### I/O nets highlighted

Bar = 50 um.
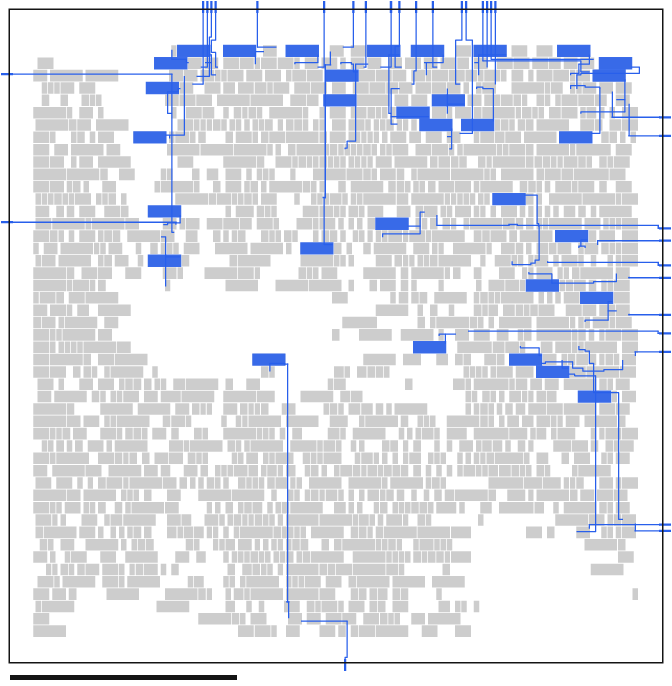
### Power grid

Bar = 50 um. Pins as bars on the die edge. Tap cells in grey.
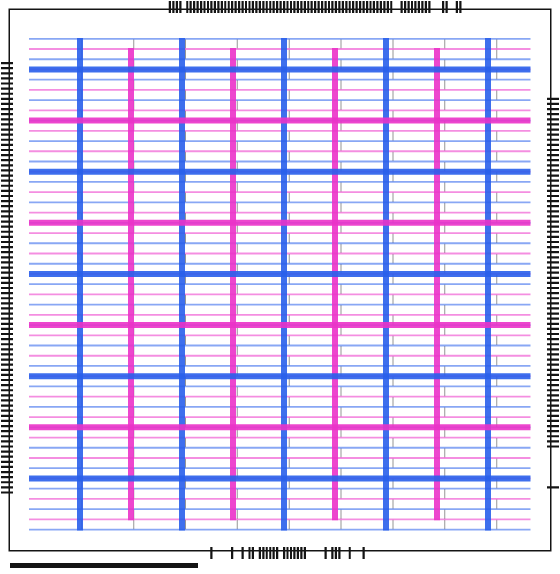
### Placement view

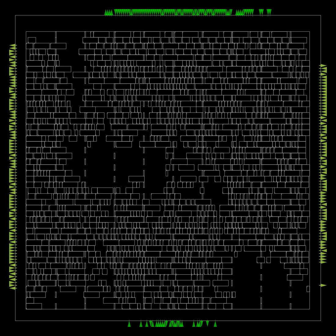
### Cell classes on the final placement

Fill, decap, tap and diode cells in grey.
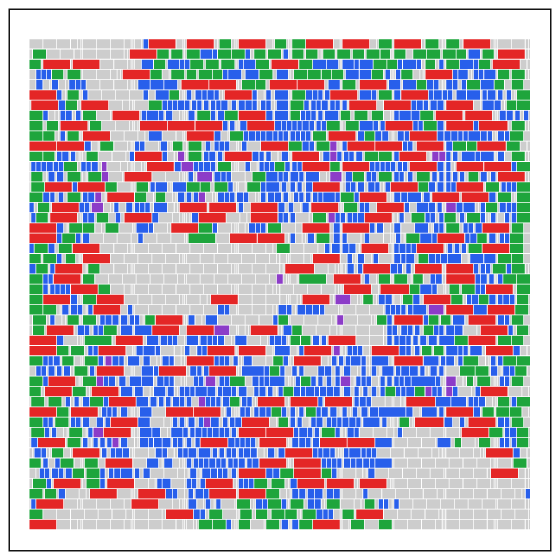
===== src/rtl/e603_icb_init_pkg.sv =====
// Shared status codes and one-hot FSM encoding for the ICB initiator.
package e603_icb_init_pkg;

  localparam logic [1:0] ST_OK      = 2'b00;
  localparam logic [1:0] ST_TIMEOUT = 2'b01;
  localparam logic [1:0] ST_ERR     = 2'b10;

  typedef enum logic [4:0] {
    StIdle = 5'b00001,
    StCmd  = 5'b00010,
    StRsp  = 5'b00100,
    StGap  = 5'b01000,
    StDone = 5'b10000
  } icb_init_state_e;

endpackage


===== src/rtl/e603_icb_init_pollcnt.sv =====
// Poll bookkeeping: attempt counter, inter-poll gap down-counter and masked compare.
module e603_icb_init_pollcnt #(
  parameter int unsigned DW      = 32,
  parameter int unsigned RETRY_W = 16,
  parameter int unsigned GAP_W   = 8
) (
  input  logic               clk_i,
  input  logic               rst_ni,
  input  logic               clear_i,
  input  logic               retry_i,
  input  logic               gap_tick_i,
  input  logic [RETRY_W-1:0] max_retry_i,
  input  logic [GAP_W-1:0]   gap_i,
  input  logic [DW-1:0]      rdata_i,
  input  logic [DW-1:0]      mask_i,
  input  logic [DW-1:0]      expect_i,
  output logic               match_o,
  output logic               last_o,
  output logic               gap_end_o
);

  logic [RETRY_W-1:0] attempt_q, attempt_d;
  logic [GAP_W-1:0]   gap_cnt_q, gap_cnt_d;

  always_comb begin
    attempt_d = attempt_q;
    gap_cnt_d = gap_cnt_q;
    if (clear_i) begin
      attempt_d = '0;
      gap_cnt_d = '0;
    end else if (retry_i) begin
      // Saturate so the counter can never wrap back to a fresh budget.
      if (attempt_q != '1) begin
        attempt_d = attempt_q + RETRY_W'(1);
      end
      gap_cnt_d = gap_i;
    end else if (gap_tick_i && (gap_cnt_q != '0)) begin
      gap_cnt_d = gap_cnt_q - GAP_W'(1);
    end
  end

  always_ff @(posedge clk_i) begin
    if (!rst_ni) begin
      attempt_q <= '0;
      gap_cnt_q <= '0;
    end else begin
      attempt_q <= attempt_d;
      gap_cnt_q <= gap_cnt_d;
    end
  end

  assign match_o   = ((rdata_i & mask_i) == (expect_i & mask_i));
  assign last_o    = (attempt_q == max_retry_i);
  // Leaving at count 1 gives exactly gap_i idle cycles between attempts.
  assign gap_end_o = (gap_cnt_q == GAP_W'(1));

endmodule


===== src/rtl/e603_subsys_icb_init.sv =====
// ICB initiator for write / read / poll-read host requests, one transaction outstanding.
// Optional E603_ICB_INIT_ERR_EN adds icb_rsp_err and the ERR completion status.
module e603_subsys_icb_init
  import e603_icb_init_pkg::*;
#(
  parameter int unsigned AW      = 12,
  parameter int unsigned DW      = 32,
  parameter int unsigned RETRY_W = 16,
  parameter int unsigned GAP_W   = 8
) (
  input  logic               clk,
  input  logic               rst_n,
  input  logic               req_valid,
  output logic               req_ready,
  input  logic               req_read,
  input  logic               req_poll,
  input  logic [AW-1:0]      req_addr,
  input  logic [DW-1:0]      req_wdata,
  input  logic [DW-1:0]      req_mask,
  input  logic [DW-1:0]      req_expect,
  input  logic [RETRY_W-1:0] req_max_retry,
  input  logic [GAP_W-1:0]   req_gap,
  output logic               done_valid,
  input  logic               done_ready,
  output logic [DW-1:0]      done_rdata,
  output logic [1:0]         done_status,
  output logic               busy,
  output logic               icb_cmd_valid,
  input  logic               icb_cmd_ready,
  output logic [AW-1:0]      icb_cmd_addr,
  output logic               icb_cmd_read,
  output logic [DW-1:0]      icb_cmd_wdata,
  input  logic               icb_rsp_valid,
  output logic               icb_rsp_ready,
`ifdef E603_ICB_INIT_ERR_EN
  input  logic               icb_rsp_err,
`endif
  input  logic [DW-1:0]      icb_rsp_rdata
);

  icb_init_state_e state_q, state_d;

  logic [AW-1:0]      addr_q, addr_d;
  logic               read_q, read_d;
  logic               poll_q, poll_d;
  logic [DW-1:0]      wdata_q, wdata_d;
  logic [DW-1:0]      mask_q, mask_d;
  logic [DW-1:0]      expect_q, expect_d;
  logic [RETRY_W-1:0] max_retry_q, max_retry_d;
  logic [GAP_W-1:0]   gap_q, gap_d;
  logic [DW-1:0]      rdata_q, rdata_d;
  logic [1:0]         status_q, status_d;

  logic cnt_clear, cnt_retry, gap_tick;
  logic match, last, gap_end;
  logic rsp_take, rsp_err;

`ifdef E603_ICB_INIT_ERR_EN
  assign rsp_err = icb_rsp_err;
`else
  assign rsp_err = 1'b0;
`endif

  assign gap_tick = (state_q == StGap);

  e603_icb_init_pollcnt #(
    .DW      (DW),
    .RETRY_W (RETRY_W),
    .GAP_W   (GAP_W)
  ) u_pollcnt (
    .clk_i       (clk),
    .rst_ni      (rst_n),
    .clear_i     (cnt_clear),
    .retry_i     (cnt_retry),
    .gap_tick_i  (gap_tick),
    .max_retry_i (max_retry_q),
    .gap_i       (gap_q),
    .rdata_i     (icb_rsp_rdata),
    .mask_i      (mask_q),
    .expect_i    (expect_q),
    .match_o     (match),
    .last_o      (last),
    .gap_end_o   (gap_end)
  );

  always_comb begin
    state_d     = state_q;
    addr_d      = addr_q;
    read_d      = read_q;
    poll_d      = poll_q;
    wdata_d     = wdata_q;
    mask_d      = mask_q;
    expect_d    = expect_q;
    max_retry_d = max_retry_q;
    gap_d       = gap_q;
    rdata_d     = rdata_q;
    status_d    = status_q;
    cnt_clear   = 1'b0;
    cnt_retry   = 1'b0;
    rsp_take    = 1'b0;

    unique case (state_q)
      StIdle: begin
        if (req_valid) begin
          addr_d      = req_addr;
          read_d      = req_poll | req_read;
          poll_d      = req_poll;
          wdata_d     = req_wdata;
          mask_d      = req_mask;
          expect_d    = req_expect;
          max_retry_d = req_max_retry;
          gap_d       = req_gap;
          cnt_clear   = 1'b1;
          state_d     = StCmd;
        end
      end
      StCmd: begin
        // A response without the command handshake is not ours; ignore it.
        if (icb_cmd_ready) begin
          state_d  = StRsp;
          rsp_take = icb_rsp_valid;
        end
      end
      StRsp: rsp_take = icb_rsp_valid;
      StGap: begin
        if (gap_end) begin
          state_d = StCmd;
        end
      end
      StDone: begin
        if (done_ready) begin
          state_d = StIdle;
        end
      end
      default: state_d = StIdle;
    endcase

    if (rsp_take) begin
      state_d  = StDone;
      rdata_d  = icb_rsp_rdata;
      status_d = ST_OK;
      if (rsp_err) begin
        status_d = ST_ERR;
      end else if (!read_q) begin
        rdata_d = '0;
      end else if (poll_q && !match) begin
        if (last) begin
          status_d = ST_TIMEOUT;
        end else begin
          cnt_retry = 1'b1;
          state_d   = (gap_q == '0) ? StCmd : StGap;
        end
      end
    end
  end

  always_ff @(posedge clk) begin
    if (!rst_n) begin
      state_q     <= StIdle;
      addr_q      <= '0;
      read_q      <= 1'b0;
      poll_q      <= 1'b0;
      wdata_q     <= '0;
      mask_q      <= '0;
      expect_q    <= '0;
      max_retry_q <= '0;
      gap_q       <= '0;
      rdata_q     <= '0;
      status_q    <= ST_OK;
    end else begin
      state_q     <= state_d;
      addr_q      <= addr_d;
      read_q      <= read_d;
      poll_q      <= poll_d;
      wdata_q     <= wdata_d;
      mask_q      <= mask_d;
      expect_q    <= expect_d;
      max_retry_q <= max_retry_d;
      gap_q       <= gap_d;
      rdata_q     <= rdata_d;
      status_q    <= status_d;
    end
  end

  // All handshake outputs decode straight from the registered one-hot state.
  assign req_ready     = (state_q == StIdle);
  assign busy          = (state_q != StIdle);
  assign icb_cmd_valid = (state_q == StCmd);
  assign icb_rsp_ready = (state_q == StCmd) || (state_q == StRsp);
  assign icb_cmd_addr  = addr_q;
  assign icb_cmd_read  = read_q;
  assign icb_cmd_wdata = wdata_q;
  assign done_valid    = (state_q == StDone);
  assign done_rdata    = rdata_q;
  assign done_status   = status_q;

endmodule

===== config.mk =====
export PLATFORM = sky130hd
export DESIGN_NAME = e603_subsys_icb_init
export DESIGN_NICKNAME = d
export VERILOG_FILES = /design/src/rtl/e603_icb_init_pkg.sv /design/src/rtl/e603_icb_init_pollcnt.sv /design/src/rtl/e603_subsys_icb_init.sv
export SDC_FILE = /design/constraint.sdc
export NUM_CORES = 1
export LEC_CHECK = 0
export ABC_AREA = 1
export CAP_MARGIN = 20
export CORE_MARGIN = 5
export CORE_UTILIZATION = 50
export CTS_BUF_LIST = sky130_fd_sc_hd__clkbuf_2
export DETAILED_ROUTE_END_ITERATION = 10
export PLACE_DENSITY = 0.95
export SETUP_SLACK_MARGIN = 0.2
export SYNTH_ARGS = -nofsm -noshare
export SYNTH_HDL_FRONTEND = slang
export SYNTH_HIERARCHICAL = 1
export SYNTH_SLANG_ARGS = --single-unit

===== constraint.sdc =====
create_clock -name clk -period 2.75 [get_ports clk]
set_clock_uncertainty 0.15 [all_clocks]
set_input_delay 0.55 -clock clk [delete_from_list [all_inputs] [get_ports clk]]
set_output_delay 0.55 -clock clk [all_outputs]
set_load 0.03 [all_outputs]

==> reports/metrics.csv <==
metric,value,unit
max_freq,0.408,GHz
hold_path.class,input port to flop,
min_path_cells,3,
drt_first_pass_iters,6,
gr_overflow_total,0,
setup_viol,0,
die_h,144,um
final_antenna_net_count,0,
crit_path_end,icb_cmd_valid,
drt_first_iter_violations,692,
mux_area_share,0,
drive_gt1_frac,0.136,
cts_htree_levels,4,
drt-wirelength-per-cell,15.7,um
slew_viol_final,0,
status,"finished, final reports clean",
detailed_route_vias_per_instance,5.20,
power.static_leakage,0.00533,uW
synthesis.area_per_instance,7.23,um2
yosys.cell_count.top_type,sky130_fd_sc_hd__nor2_1,
synthTopCellsByArea,"sky130_fd_sc_hd__dfxtp_1 44%, sky130_fd_sc_hd__nor2_1 14%, sky130_fd_sc_hd__o21ai_0 9.4%",
layout_top_cells,"337 x sky130_fd_sc_hd__nor2_1, 187 x sky130_fd_sc_hd__dfxtp_1, 179 x sky130_fd_sc_hd__nand2_1, 170 x sky130_fd_sc_hd__clkdlybuf4s50_1, 167 x sky130_fd_sc_hd__o21ai_0",
Notes on 'I/O nets highlighted' above:
Key: blue = `done_rdata` [direction output, edge 18 top, 11 right, 2 left, 1 bottom, end cells 32, buffers 32, wire 1230 um]

Notes on 'Power grid' above:
Key: blue = VSS; magenta = VDD
49 met1 rails follow the rows. 256 signal pins sit on the boundary.

Notes on 'Placement view' above:
proportion of cell area occupied by registers: 0.327
Tapcells: 225
number of non-filler instances in the completed layout: 1744
number of rows in the core area: 48

Notes on 'Cell classes on the final placement' above:
Key: blue = combinational and other logic [cells 976]; red = flops [cells 196]; purple = clock drivers and dummy loads [cells 32]; green = other buffers and delay cells [cells 313]

stage by stage:
step	instances	hold slack (ns)	util	total power, uW	setup TNS (ns)
final	1744	0.152	0.690	8590	0
after global routing	1744	0.0818	0.690	9170	0
after CTS	1739	0.0960	0.685	8550	0
after detailed placement	1706	0.303	0.679	7380	-5.96
after global placement	1706	0.302	0.679	7250	-5.30
after floorplan	1236	0.280	-	6010	0
final cells by class:
| class | instances | area [um2] |
|---|---|---|
| antenna | 2 | 5.00 |
| clock buffer | 17 | 85.1 |
| clock inverter | 15 | 123 |
| fill | 1376 | 5400 |
| inverter | 81 | 307 |
| multi-input combinational | 895 | 4360 |
| sequential | 196 | 3940 |
| tap | 225 | 282 |
| timing repair buffer | 313 | 2920 |
sequential cells by signal, indices dropped and copies added (netlist names):
name                 count
icb_cmd_addr            12
icb_cmd_read             1
state_q                  5
expect_q                32
poll_q                   1
gap_q                    8
u_pollcnt/attempt_q     16
u_pollcnt/gap_cnt_q      8
max_retry_q             16
mask_q                  32
icb_cmd_wdata           32
done_rdata              32
done_status              1
per-layer routing:
| layer | GRT usage | part of all wire | vias to the layer above |
|---|---|---|---|
| met1 | 0.307 | 0.39 | 4128 |
| met4 | 0.113 | 0.034 | 0 |
| met2 | 0.438 | 0.48 | 384 |
| met3 | 0.0652 | 0.089 | 70 |
| met5 | 0 | 0 | - |
| li1 | - | - | 4491 |
power by group:
part / switching, uW / internal [uW] / total (uW)
combinational: 2190 / 1230 / 3410
clock: 1070 / 263 / 1330
sequential: 357 / 3490 / 3850
total: 3610 / 4980 / 8590
repair_timing:
item                                   4_1_cts  5_1_grt
gates cloned                                 0        0
resized                                    111       20
setup buffers                                0        3
endpoints found under the hold margin        6        0
hold buffers                                 1        0
pin swaps                                    0        3
setup endpoints to repair                   83       19
Power is estimated from default activity; no workload was simulated.
